run_1/floorplan.png
Scale bar: 50 µm. Pins as bars on the die edge.
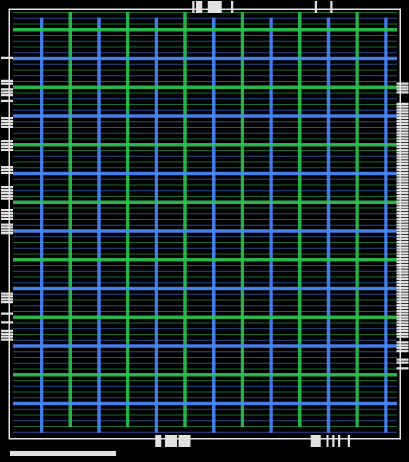
run_1/util_map.png
Scale bar: 50 µm. The die is cut into 18 by 20 equal tiles; black is low, pale yellow is high, 0 to 100% covered.
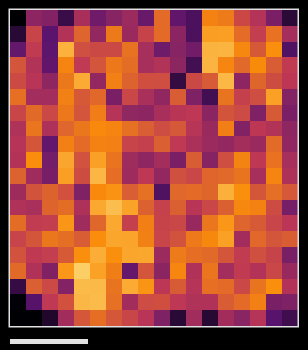
run_1/class_map.png
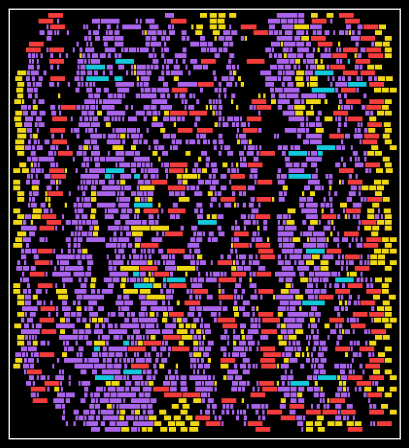
### src/rtl/mdu_pkg.sv
// mdu_pkg: op encodings, FSM states and constants shared by the multiply/divide sequencer
package mdu_pkg;
  localparam logic [1:0] MDU_MULT  = 2'd0;
  localparam logic [1:0] MDU_MULTU = 2'd1;
  localparam logic [1:0] MDU_DIV   = 2'd2;
  localparam logic [1:0] MDU_DIVU  = 2'd3;
  typedef enum logic [1:0] {IDLE, CALC, FIX} mdu_state_e;
  localparam logic [31:0] DIV0_LO = 32'hFFFF_FFFF;
endpackage

### src/rtl/mdu_core.sv
// mdu_core: one shift-add multiply or restoring-divide iteration over the 2*WIDTH accumulator
module mdu_core #(
  parameter int WIDTH = 32
) (
  input  logic [2*WIDTH-1:0] acc,
  input  logic [WIDTH-1:0]   opnd,
  input  logic               div,
  output logic [2*WIDTH-1:0] nxt
);
  logic [WIDTH:0] sum, sh;
  logic [WIDTH-1:0] rem;
  logic ge;
  always_comb begin
    sum = {1'b0, acc[2*WIDTH-1:WIDTH]} + (acc[0] ? {1'b0, opnd} : '0);
    // remainder shifted left with the next dividend bit needs one extra bit before the trial subtract
    sh = acc[2*WIDTH-1:WIDTH-1];
    ge = sh >= {1'b0, opnd};
    rem = ge ? WIDTH'(sh - {1'b0, opnd}) : sh[WIDTH-1:0];
    nxt = div ? {rem, acc[WIDTH-2:0], ge} : {sum, acc[WIDTH-1:1]};
  end
endmodule

### src/rtl/mdu_seq.sv
// mdu_seq: iterative MULT/MULTU/DIV/DIVU sequencer owning HI/LO, with hazard stall
module mdu_seq
  import mdu_pkg::*;
#(
  parameter int WIDTH = 32,
  parameter int CNT_W = 6
) (
  input  logic             clk,
  input  logic             rst,
  input  logic             start,
  input  logic [1:0]       op,
  input  logic [WIDTH-1:0] a,
  input  logic [WIDTH-1:0] b,
  input  logic             cancel,
  input  logic             wr_hi,
  input  logic             wr_lo,
  input  logic [WIDTH-1:0] wdata,
  input  logic             hilo_rd,
  output logic [WIDTH-1:0] hi,
  output logic [WIDTH-1:0] lo,
  output logic             busy,
  output logic             done,
  output logic             stall
);
  mdu_state_e state, state_n;
  logic [CNT_W-1:0] cnt;
  logic [2*WIDTH-1:0] acc, acc_n, acc_neg;
  logic [WIDTH-1:0] opnd, mag_a, mag_b, res_hi, res_lo;
  logic is_div, neg_q, neg_r, sgn, sa, sb, op_div, div0, wr_fix, done_p;
  mdu_core #(.WIDTH(WIDTH)) u_core (.acc(acc), .opnd(opnd), .div(is_div), .nxt(acc_n));
  always_comb begin
    sgn = op == MDU_MULT || op == MDU_DIV;
    op_div = op == MDU_DIV || op == MDU_DIVU;
    sa = sgn & a[WIDTH-1];
    sb = sgn & b[WIDTH-1];
    mag_a = sa ? -a : a;
    mag_b = sb ? -b : b;
    div0 = op_div && b == '0;
    acc_neg = -acc;
    res_hi = is_div ? (neg_r ? -acc[2*WIDTH-1:WIDTH] : acc[2*WIDTH-1:WIDTH])
                    : (neg_q ? acc_neg[2*WIDTH-1:WIDTH] : acc[2*WIDTH-1:WIDTH]);
    res_lo = is_div ? (neg_q ? -acc[WIDTH-1:0] : acc[WIDTH-1:0])
                    : (neg_q ? acc_neg[WIDTH-1:0] : acc[WIDTH-1:0]);
    wr_fix = state == FIX && !cancel;
    busy = state != IDLE;
    stall = busy & (start | hilo_rd | wr_hi | wr_lo);
    state_n = state == IDLE ? (start ? (div0 ? FIX : CALC) : IDLE)
            : state == CALC ? (cancel ? IDLE : (cnt == CNT_W'(WIDTH - 1) ? FIX : CALC))
            : IDLE;
  end
  always_ff @(posedge clk) begin
    if (rst) begin
      state <= IDLE;
      cnt <= '0;
      hi <= '0;
      lo <= '0;
      done_p <= 1'b0;
      done <= 1'b0;
      acc <= '0;
      opnd <= '0;
      is_div <= 1'b0;
      neg_q <= 1'b0;
      neg_r <= 1'b0;
    end else begin
      state <= state_n;
      done_p <= wr_fix;
      done <= done_p;
      if (state == IDLE && start) begin
        cnt <= '0;
        is_div <= op_div;
        opnd <= mag_b;
        neg_q <= !div0 && (sa ^ sb);
        neg_r <= !div0 && sa;
        // divide by zero: preload the final HI=a / LO=all-ones pattern and skip the loop
        acc <= div0 ? {a, WIDTH'(DIV0_LO)} : {{WIDTH{1'b0}}, mag_a};
      end else if (state == IDLE) begin
        if (wr_hi) hi <= wdata;
        if (wr_lo) lo <= wdata;
      end
      if (state == CALC) begin
        acc <= acc_n;
        cnt <= cnt + 1'b1;
      end
      if (wr_fix) begin
        hi <= res_hi;
        lo <= res_lo;
      end
    end
  end
endmodule

### config.mk
export PLATFORM = sky130hd
export DESIGN_NAME = mdu_seq
export DESIGN_NICKNAME = d
export VERILOG_FILES = /design/src/rtl/mdu_pkg.sv /design/src/rtl/mdu_core.sv /design/src/rtl/mdu_seq.sv
export SDC_FILE = /design/constraint.sdc
export NUM_CORES = 1
export LEC_CHECK = 0
export CAP_MARGIN = 20
export CORE_ASPECT_RATIO = 1.1
export CORE_MARGIN = 1
export CORE_UTILIZATION = 40
export CTS_CLUSTER_SIZE = 28
export DETAILED_ROUTE_END_ITERATION = 10
export GPL_TIMING_DRIVEN = 0
export SLEW_MARGIN = 20
export SYNTH_ARGS = -nofsm -noshare
export SYNTH_HDL_FRONTEND = slang
export SYNTH_SLANG_ARGS = --single-unit
### constraint.sdc
create_clock -name clk -period 2.9 [get_ports clk]
set_clock_uncertainty 0.05 [all_clocks]
set_input_delay 0.58 -clock clk [delete_from_list [all_inputs] [get_ports clk]]
set_output_delay 0.58 -clock clk [all_outputs]
set_load 0.005 [all_outputs]
==> flow_summary_export.csv, run 1 <==
group,metric,value,unit
status,status,"finished with violations",
status,violations,"negative setup slack",
finish,layout.nets,2486,
synth,synthXorXnorAreaFrac,0.09590,
synth,syn_area_per_cell,7.230,µm²
synth,yosysWarnings,0,
place,gp_congestion,0.9876,
place,pre_cts_slack,-1.682,ns
hold_path,holdCritPathClass,"register to register",
critical_path,crit_start,"acc[0]",
routing,num_vias,17290,
grt,met2_usage,0.6512,
finish,num-clock-buffers,18,
critical_path,critPathMaxFanout,10,
routing,viasPerCell,6.158,
grt,grt_pass1_wl,102800,µm
power_and_ir_drop,leakage,0.007940,µW
die,fp_util,0.4050,
final_timing,setup_viol,65,
place,dpl_cell_area,17000,µm²
power_and_ir_drop,ir_drop,0.4520,mV
routing,drt_pass1_iterations,6,
synth,yosys-stat-cells,2021,
finish,final_cells,2808,
final_timing,setup_tns,-14.65,ns
critical_path,slowest_delay,0.40,ns
finish,seq_share,0.1703,
synth,yosys_most_used_dff,"dfxtp_1",
routing,drt_drc_violations_left,0,
finish,layout_top_cells,"nor2_1, a21oi_1, nand2_1",
clock_network,htree_num_levels,4,
finish,inverters,66,
synth,top_area_frac,0.2370,
critical_path,crit_cells,13,
clock_network,root_buffer,"clkbuf_16",
routing,met3_length,4206,µm
synth,seq_area_frac_synth,0.2370,
synth,edf_count,0,
finish,buffers,411,
die,rows,73,
final_timing,finalHoldViolCount,0,
synth,synthAdderAreaFrac,0.06182,
die,chipWidth,184.2,µm
final_timing,worst_slack,-0.4898,ns
finish,comb_cells,1641,
power_and_ir_drop,finalPower,9357,µW
-- floorplan.png (at the start) --
- blue: VSS
- green: VDD
- signal pins: 172
- met4 straps: 13
- met5 straps: 14
- rows: 73

-- util_map.png (at the start) --
- fullest tile: 90%
- mean over tiles: 54%
- tiles over 75% full: 12%

-- class_map.png (at the start) --
- cyan: clock drivers and dummy loads (cells 30)
- yellow: remaining buffers and delay cells (cells 411)
- purple: remaining logic cells (cells 1707)
- red: sequential cells (cells 173)

-- run 1: synth_stat cells (11+ instances only) --
cell	count
nor4_1	22
and3_1	16
nor2b_1	15
inv_1	65
a211o_1	11
nand2b_1	17
or3_1	19
a221oi_1	31
a31oi_1	23
xnor2_1	82
o31ai_1	28
a211oi_1	79
a21oi_1	209
a21o_1	41
nand4_1	16
nand3_1	33
ha_1	69
nor2_1	249
o211ai_1	19
dfxtp_1	173
and2_1	11
xor2_1	78
mux2i_1	37
o21ai_0	151
nand2_1	172
clkbuf_1	121
nor3_1	49
-- run 1: power breakdown --
group | total, µW | switching (µW) | internal, µW
logic | 4010 | 2300 | 1710
clock network | 2560 | 1120 | 1450
registers | 2790 | 238 | 2550
run_1/congestion_map.png
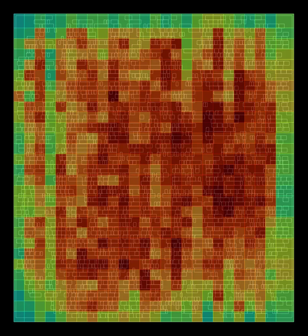

==> run 1 -> run 2 <==
SLEW_MARGIN = unset   (was 20)
run_2/congestion_map.png
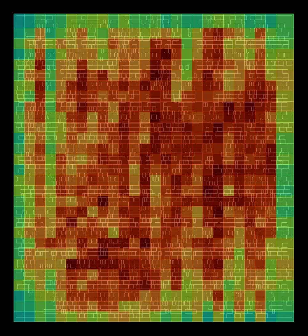
GR Layer Usage met2: 0.6603
met3 global-route usage: 0.05543
grt peak-use layer: met2
wire per inst: 25.36 µm
final core occ: 0.5857

run_2/util_map.png
Scale bar: 50 µm. The die is cut into 18 by 20 equal tiles; black is low, pale yellow is high, 0 to 100% covered.
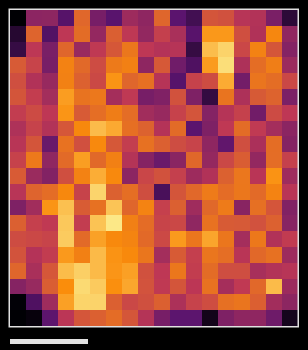
- tiles over 75% full: 12%
- fullest tile: 95%
- nearly empty tiles: 1.1%
- mean over tiles: 55%

==> flow_summary_export.csv, run 2 <==
group,metric,value,unit
critical_path,crit_cells,14,
die,chipWidth,184.2,µm
synth,yosys-stat-cells,2021,
die,fp_util,0.4050,
power_and_ir_drop,maxPowerGroup,"combinational logic",
power_and_ir_drop,comb_power_share,0.444,
finish,buffers,420,
synth,top_area_frac,0.2370,
synth,seq_area_frac_synth,0.2370,
routing,viasPerCell,6.109,
critical_path,crit_start,"acc[0]",
finish,inverters,66,
power_and_ir_drop,p_comb,4120,µW
finish,layout.nets,2495,
final_timing,setup_tns,-12.32,ns
routing,drt_pass1_iterations,6,
synth,yosys_most_used_dff,"dfxtp_1",
power_and_ir_drop,finalPower,9279,µW
die,rows,73,
power_and_ir_drop,p_clk_frac,0.256,
place,gp_congestion,0.9876,
status,violations,"negative setup slack",
routing,drt_drc_violations_left,0,
synth,yosysWarnings,0,
critical_path,slowest_delay,0.38,ns
routing,met3_length,4282,µm
status,status,"finished with violations",
power_and_ir_drop,powerSeq,2790,µW
place,dpl_cell_area,17010,µm²
power_and_ir_drop,power.internal,5530,µW
power_and_ir_drop,power_switching,3749,µW
hold_path,holdCritPathClass,"register to register",
power_and_ir_drop,pg_clk,2370,µW
power_and_ir_drop,leakage,0.007894,µW
final_timing,worst_slack,-0.5371,ns
final_timing,setup_viol,58,
finish,final_cells,2819,
final_timing,finalHoldViolCount,0,
grt,grt_pass1_wl,103400,µm
power_and_ir_drop,seqPwrFrac,0.301,
finish,num-clock-buffers,20,
critical_path,critPathMaxFanout,8,
synth,top_cells_by_count,"nor2_1, a21oi_1, dfxtp_1, nand2_1, o21ai_0",
run_2/class_map.png
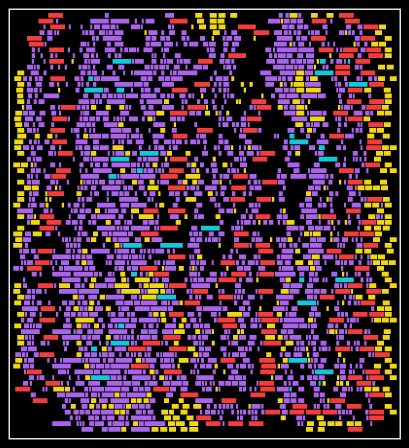
- cyan: clock drivers and dummy loads (cells 32)
- purple: remaining logic cells (cells 1707)
- red: sequential cells (cells 173)
- yellow: remaining buffers and delay cells (cells 420)

## run 2: netlist changes by cell type in the layout (fill, tap and decap cells not counted), moves of 5 or more
cell / previous run / this run
buf_4: 84 / 108
a21oi_2: 28 / 35
buf_6: 33 / 20
inv_2: 3 / 8
ha_1: 31 / 25
ha_2: 12 / 3
nor2_4: 4 / 10
inv_1: 62 / 56
ha_4: 26 / 41
dfxtp_1: 142 / 137
o21ai_1: 29 / 35
## run 2: cell families after synthesis
family	count (synthesis)	share of synthesized area
fa+ha+maj	71	0.06182
compound gates	694	0.3050
flops	173	0.2370
xor+xnor	160	0.09590
mux	37	0.02534
simple gates	679	0.2197
buf+inv	207	0.05523
## run 2: what timing repair did
item                       in CTS  in global routing
pin swaps                     125                143
resized                       358                278
setup buffers                  67                 63
setup endpoints to repair     125                138
gates cloned                    2                  0
run_2/port_trees.png
Scale bar: 50 µm.
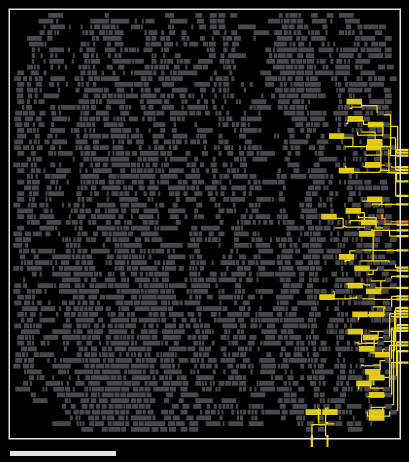

==> run 2 -> run 3 <==
SKIP_LAST_GASP = 1   (was unset)
SLEW_MARGIN = 5   (was unset)
run_3/port_trees.png
Scale bar: 50 µm.
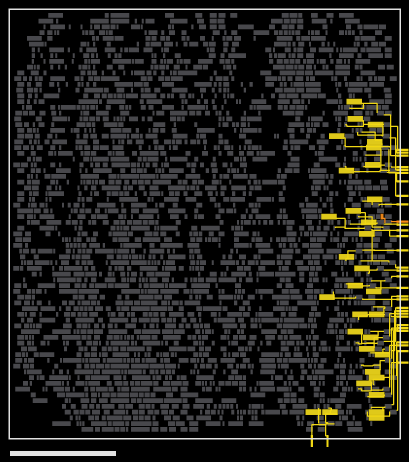
- yellow: lo (bits 32; direction output; end cells 32; buffers 32; wire 922 µm)
- orange: busy (bits 1; direction output; end cells 1; buffers 1; wire 6.30 µm)

run_3/congestion_map.png
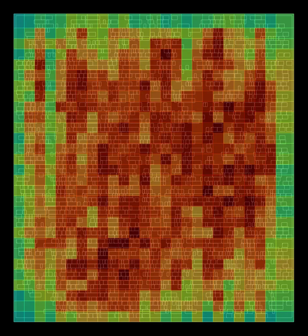
GR Layer Usage met2: 0.6608
met1 Use GR: 0.4045
final core occ: 0.5872
Tot GR Track Use: 0.3733
met3 global-route usage: 0.05614

run_3/floorplan.png
Scale bar: 50 µm. Pins as bars on the die edge.
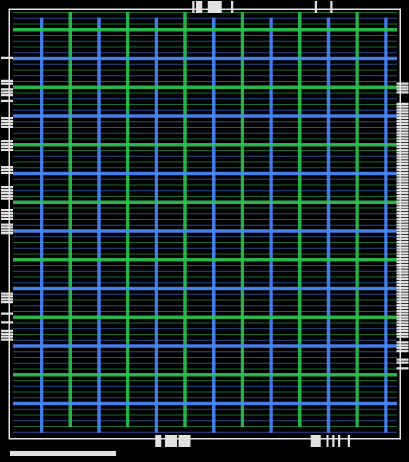
- blue: VSS
- green: VDD
- signal pins: 172
- met4 straps: 13
- met5 straps: 14
- rows: 73
- met1 rails: 74

==> flow_summary_export.csv, run 3 <==
group,metric,value,unit
final_timing,setup_tns,-12.38,ns
synth,yosys-stat-cells,2021,
routing,drt_drc_violations_left,0,
synth,top_area_frac,0.2370,
power_and_ir_drop,maxPowerGroup,"combinational logic",
clock_network,root_buffer,"clkbuf_16",
routing,drt_pass1_iterations,6,
power_and_ir_drop,power_switching,3757,µW
grt,grt_pass1_wl,103100,µm
finish,comb_cells,1641,
finish,final_cells,2826,
routing,detail_route.wl_per_cell,25.28,µm
status,violations,"negative setup slack",
final_timing,setup_viol,58,
finish,seq_share,0.1691,
place,dpl_cell_area,17010,µm²
status,status,"finished with violations",
power_and_ir_drop,pg_clk,2370,µW
synth,yosysWarnings,0,
synth,yosys_most_used_dff,"dfxtp_1",
synth,top_cells_by_count,"nor2_1, a21oi_1, dfxtp_1, nand2_1, o21ai_0",
finish,inverters,66,
final_timing,worst_slack,-0.5430,ns
power_and_ir_drop,power.internal,5602,µW
clock_network,postCtsSetupBuffers,67,
critical_path,crit_start,"acc[11]",
hold_path,holdCritPathClass,"register to register",
routing,met3_length,4397,µm
final_timing,finalHoldViolCount,0,
place,pre_cts_slack,-1.674,ns
die,chipWidth,184.2,µm
power_and_ir_drop,seqPwrFrac,0.298,
power_and_ir_drop,p_comb,4200,µW
finish,num-clock-buffers,20,
grt,top_usage_layer,"met2",
finish,layout.nets,2502,
die,fp_util,0.4050,
clock_network,post_cts_resize_count,342,
power_and_ir_drop,leakage,0.007925,µW
synth,most_common_cell,"nor2_1",
synth,edf_count,0,
power_and_ir_drop,powerSeq,2790,µW
power_and_ir_drop,sw_frac_of_total,0.4014,
run 3: cell counts after synthesis:
Identical to the previous run, type by type.
run 3: worst max-delay path, stage by stage, from the launching register on:
cell	delay, ns
dfxtp_4	0.35
or4_4	0.53
or4_4	0.44
or3_4	0.37
buf_12	0.14
or3_4	0.38
o21ai_4	0.19
buf_6	0.13
o21ai_2	0.07
xnor2_2	0.36
a211o_1	0.23
a21oi_1	0.06
run 3: cells by family after synthesis:
kind of cell,count (synthesis),synth area share
mux,37,0.02534
xor+xnor,160,0.09590
fa+ha+maj,71,0.06182
flops,173,0.2370
buf+inv,207,0.05523
simple gates,679,0.2197
compound gates,694,0.3050
Power and IR drop assume default switching activity.
